### Routing congestion

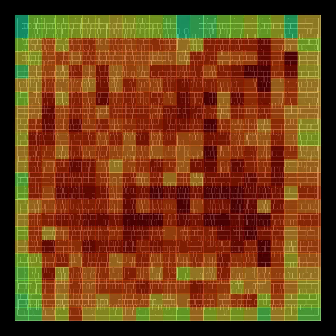
### Where the registers sit

Bar = 50 um. Other sequential cells in the stronger grey, the rest of the logic in the fainter grey.
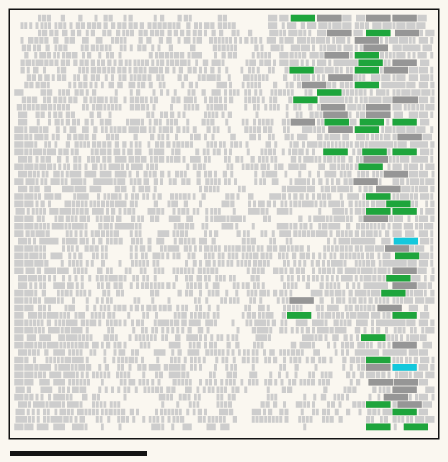
### Close-up of the layout

Bar = 5 um. Region (68, 100) to (88, 120) um. Cells in grey, sequential cells in the stronger grey; small squares are vias.
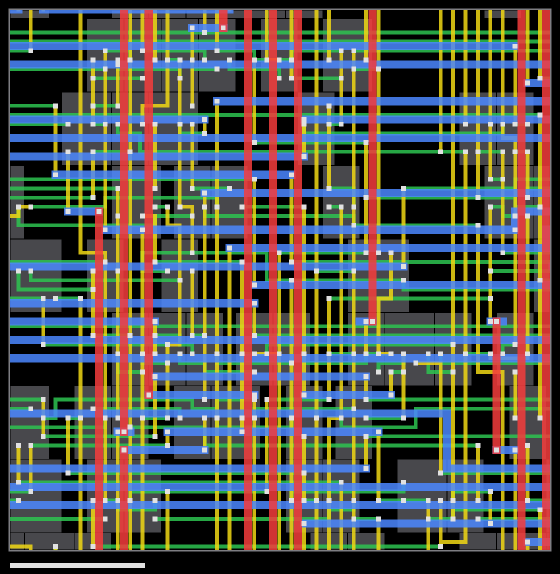
### Selected gate families

Bar = 50 um.
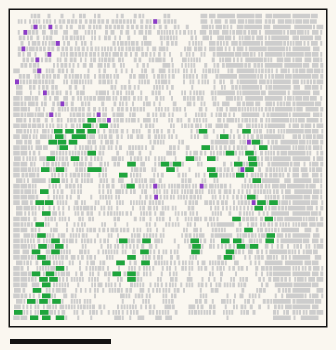
### Metal layers overlaid

Bar = 50 um.
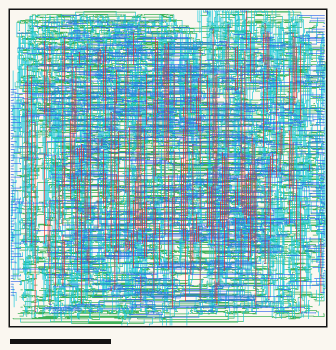
==> config.mk <==
export PLATFORM = sky130hd
export DESIGN_NAME = alu_arbiter
export DESIGN_NICKNAME = d
export VERILOG_FILES = /design/src/rtl/alu_pkg.sv /design/src/rtl/alu.sv /design/src/rtl/alu_arbiter.sv
export SDC_FILE = /design/constraint.sdc
export NUM_CORES = 1
export LEC_CHECK = 0
export ABC_AREA = 1
export CORE_UTILIZATION = 60
export DETAILED_ROUTE_END_ITERATION = 12
export HOLD_SLACK_MARGIN = 0.05
export MAX_ROUTING_LAYER = met4
export PLACE_DENSITY_LB_ADDON = 0.25
export SLEW_MARGIN = 20
export SYNTH_ARGS = -nofsm -noshare
export SYNTH_HDL_FRONTEND = slang
export SYNTH_HIERARCHICAL = 1
export SYNTH_SLANG_ARGS = --single-unit
==> constraint.sdc <==
create_clock -name i_clk -period 8.03 [get_ports i_clk]
set_clock_uncertainty 0.1 [all_clocks]
set_input_delay 0.803 -clock i_clk [delete_from_list [all_inputs] [get_ports i_clk]]
set_output_delay 0.803 -clock i_clk [all_outputs]
set_load 0.03 [all_outputs]
==> summary.txt <==
This note records the results obtained with Yosys and OpenROAD.

Finish
At the end of the flow, the number of nets in the layout was 3061. Ranked by total area, the top cell class in this layout is logic gates. The area share of buffers outside the clock network is 0.140.

Counting plain and timing-repair buffers in the layout gives 237. The area of the multi-input gates is roughly 11000 um2. The number of fill cells is around 2100. The number of antenna diodes is 4.

The area growth from synthesis to layout is 16.0%. The relative area of clock buffers and inverters in the final design is 0.0185. The design has 71 sequential cells. According to the cell report, the number of logic gates is 2196. The fraction of layout instances using a drive strength above 1 is 0.0408.

Critical path
Counting buffers and inverters, the worst setup path is 24 cells deep. The delay contributed by the slowest stage of the critical path is 0.60 ns. The setup slack of the worst register-to-register path is 2.42 ns. The worst setup path is launched from a primary input. The cell repeated most along the worst path is sky130_fd_sc_hd__nand2_1.

The critical path is of the in2reg type. STA puts the critical path data arrival time at 6.27 ns. Of all nets on the critical path, the largest fanout is 76. Counting both buffers and inverters, the worst setup path holds a total of 6.

For the worst setup path, the data required time is 8.14 ns. The number of cell instances on the worst register-to-register path is 22. The kind of cell with the highest combined delay on the critical path is simple AND/OR/NAND/NOR gates. In this run the critical path is formed by clkdlybuf4s50_1, inv_1, nand2_1, nand3_4, nand2_4, buf_12, nand2_1, nand2_1, buf_4, ha_1, inv_1, fa_1, inv_1, nand3_1, nand3_1, nand2_1, nand3_1, nand2_1, nand2_1, nand2_1, nand3_1, nand4_1, nand3_1, nand2_1.

STA
The final timing report lists a hold violation count of 0. Pins over their slew limit in the final report were tallied at 0. The tightest hold path in the finished design has a slack of between 0.3 and 0.4 ns. Of the available clock period, the critical path in the final layout requires 0.767. The setup total negative slack is 0 ns.

The max-slew check reports its worst relative slack as 0.215. The shortest period the worst path allows is 6.16 ns. In this build the clock could be raised as far as 0.162 GHz. Setup repair after global routing left no endpoint under its margin.

Clock network
The post-CTS clock slew at the launch and capture registers of the worst setup and hold paths is 0.06 ns. The number of buffers inserted during clock tree synthesis is 9. The deepest level of the CTS H-tree is 3. After clock tree synthesis, the repair step resized 0 gates. The tree is rooted in a sky130_fd_sc_hd__clkbuf_16.

The skew report gives the latency at the later pin of the worst-skew pair as 0.34 ns. The number of buffers added for setup after CTS is 0.

Die
The total number of tap cells is between 300 and 400. From left edge to right edge, the die measures 157 um. The effective utilization at floorplan is 0.611. The number of ports placed on the die boundary is around 220. In this run the vertical extent of the chip is 157 um. In this run the core area contains 56 standard-cell rows.

Pwr
The proportion of power drawn by flip-flops and latches is 0.156. Summed over all cells, the static leakage comes to 9.15 nW. Per the OpenROAD power report, switching power amounts to 2.36 mW.

The internal power of the cells totals 1.64 mW. The worst-case IR drop observed on VDD is 0.000178 V. The fraction of power spent switching nets is 0.590. The power report attributes to the clock group a share of 0.103.

GRT
The pin count of the biggest net entering global routing is 77. The number of antenna violations at the first check in global routing is 4. The via count of the first global-routing pass was 17200. The total overflow reported by the global router is 0. The first-pass GRT wire length is roughly 100000 um.

Synth
Looking at area per cell type in the netlist, the leader is sky130_fd_sc_hd__nand2_1. Yosys stat counts 2704 cells in the synthesized netlist. The yosys-reported design area after synthesis is 14400 um2. The synthesized netlist occupies a cell area of 14400 um2. The warning count from the yosys run is 6. The number of synthesized flops with an enable pin is 0.

The post-synthesis register bit count is 71. For this run, the register share of the synthesized area comes to 0.124. When the netlist entered floorplanning its net count stood at approximately 3000. After synthesis, the mean cell area works out to ~5.3 um2. Among all cell types in the netlist, the one instantiated most often is sky130_fd_sc_hd__nand2_1.

Per the synth stats, the flop cell with the highest instance count is sky130_fd_sc_hd__dfrtp_1. Of the post-synthesis cell area, the dominant cell type holds 0.276. The commonest cells after synthesis are sky130_fd_sc_hd__nand2_1, sky130_fd_sc_hd__nand3_1, sky130_fd_sc_hd__inv_1, sky130_fd_sc_hd__nor2_1, sky130_fd_sc_hd__ha_1. The synthesized instance count is 2704.

Placed design
The number of buffer cells added on primary ports is 218. The weighted congestion reported at the end of routability-driven placement is approximately 1.2. The HPWL after detailed placement is 49800 um.

Job
The count of warning messages emitted by the tools is 92. The number of maximum-capacitance violations recorded for the run is 0.

Run status
The flow ran to the end, and the final reports show no timing, DRC or antenna violations.

Route
After the first detailed-routing iteration, the DRC count stood at 3376. The number of iterations in the first detailed-routing pass is 8. The post-detailed-route count of antenna-violating nets is 0.

Min path
In the hold timing report, the worst path depth is 2. The min-delay analysis places its worst path in the category reg2reg.
## Picture notes: 'Routing congestion'
GRT Resource Usage Total: 0.543
routed length per instance: 21.0 um
met1 Resource Use GR: 0.654
global-route track usage on met2: 0.744

## Picture notes: 'Where the registers sit'
cyan -> `o_rsp0_tag`  # sequential cells 2
green -> `o_rsp0_data`  # sequential cells 32, where a vertical strip on the right
not coloured = 37
sequential share of cell area: 0.107
post-layout util: 0.709
area taken by flip-flops and latches: 1780 um2
power consumed by sequential cells: 0.625 mW

## Picture notes: 'Close-up of the layout'
green -> metal 1
red -> metal 4
blue -> metal 3
yellow -> metal 2
most frequent = nand2_1 (33), nand3_1 (6), a21oi_1 (2)
cells with their middle in the window = 44
sequential cells in the window = 0

## Picture notes: 'Selected gate families'
purple -> AND and OR gates  # cells 21
green -> adder and majority cells  # cells 100
Top cell excl fill/tap: sky130_fd_sc_hd__nand2_1
Comb/total area: 0.642
fin cells: 3143

## Picture notes: 'Metal layers overlaid'
red -> metal 4  # wire length 5570 um
cyan -> metal 2  # wire length 25.6 mm
green -> metal 1  # wire length 23.5 mm
blue -> metal 3  # wire length 11100 um
detailed-route via count: 19700
final wirelength: 65800 um

## routing by layer
layer | global-route usage | vias to the layer above | wire length, um
met2 | 0.744 | 1773 | 25600
met5 | - | - | 0
met3 | 0.189 | 376 | 11100
met1 | 0.654 | 8733 | 23500
met4 | 0.396 | 0 | 5570
li1 | - | 8861 | -
## power groups by stage
stage / Clock (mW) / Sequential (mW) / Combinational [mW]
6_report: 0.414 / 0.625 / 2.97
5_1_grt: 0.425 / 0.632 / 3.14
4_1_cts: 0.409 / 0.610 / 2.81
3_5_place_dp: 0 / 0.608 / 2.78
3_3_place_gp: 0 / 0.602 / 2.74
2_1_floorplan: 0 / 0.866 / 1.56
## cell usage in the layout (no fill, tap or decap), types with 2 or more instances in the layout
cell	instances
sky130_fd_sc_hd__o21a_1	2
sky130_fd_sc_hd__o22ai_1	14
sky130_fd_sc_hd__a211oi_1	7
sky130_fd_sc_hd__nand2_4	6
sky130_fd_sc_hd__dfrtp_1	70
sky130_fd_sc_hd__clkinv_1	2
sky130_fd_sc_hd__inv_6	2
sky130_fd_sc_hd__or2_2	3
sky130_fd_sc_hd__clkinv_4	2
sky130_fd_sc_hd__inv_4	2
sky130_fd_sc_hd__or2_1	2
sky130_fd_sc_hd__inv_1	284
sky130_fd_sc_hd__and2_1	15
sky130_fd_sc_hd__clkbuf_16	9
sky130_fd_sc_hd__nor2_4	6
sky130_fd_sc_hd__diode_2	4
sky130_fd_sc_hd__o21ai_0	53
sky130_fd_sc_hd__a21boi_4	2
sky130_fd_sc_hd__nor3_1	19
sky130_fd_sc_hd__nand3b_1	7
sky130_fd_sc_hd__a31oi_1	5
sky130_fd_sc_hd__nor2_1	193
sky130_fd_sc_hd__o21ai_1	14
sky130_fd_sc_hd__inv_2	11
sky130_fd_sc_hd__nand2_2	27
sky130_fd_sc_hd__buf_4	18
sky130_fd_sc_hd__nor4_1	6
sky130_fd_sc_hd__xor2_1	5
sky130_fd_sc_hd__o21bai_1	13
sky130_fd_sc_hd__a21oi_1	76
sky130_fd_sc_hd__nor2_2	7
sky130_fd_sc_hd__fa_1	2
sky130_fd_sc_hd__ha_1	98
sky130_fd_sc_hd__nand3_2	9
sky130_fd_sc_hd__o2111ai_1	2
sky130_fd_sc_hd__nand4_1	22
sky130_fd_sc_hd__nand2_1	1052
sky130_fd_sc_hd__nand3_1	497
sky130_fd_sc_hd__o211ai_1	22
sky130_fd_sc_hd__clkdlybuf4s50_1	217
## through the flow
step                      area, um2  total power [mW]  std cells  worst slack (ns)
final                         16600              4.00       3143              1.87
after global routing          16600              4.20       3143              1.74
after CTS                     16600              3.82       3139              2.43
after detailed placement      16300              3.39       3123              2.12
after global placement        16300              3.34       3123              2.23
after floorplan               14400              2.43       2704              4.22
## logic make-up (layout without fill, tap and decap cells)
logic type / after synthesis / after routing / share of synthesized area
buf+inv: 437 / 553 / 0.134
fa+ha+maj: 100 / 100 / 0.0882
flops: 71 / 71 / 0.124
compound gates: 217 / 217 / 0.0887
xor+xnor: 5 / 5 / 0.00305
simple gates: 1874 / 1874 / 0.562
other cells: 0 / 4 / 0
Power is estimated from default activity; no workload was simulated.
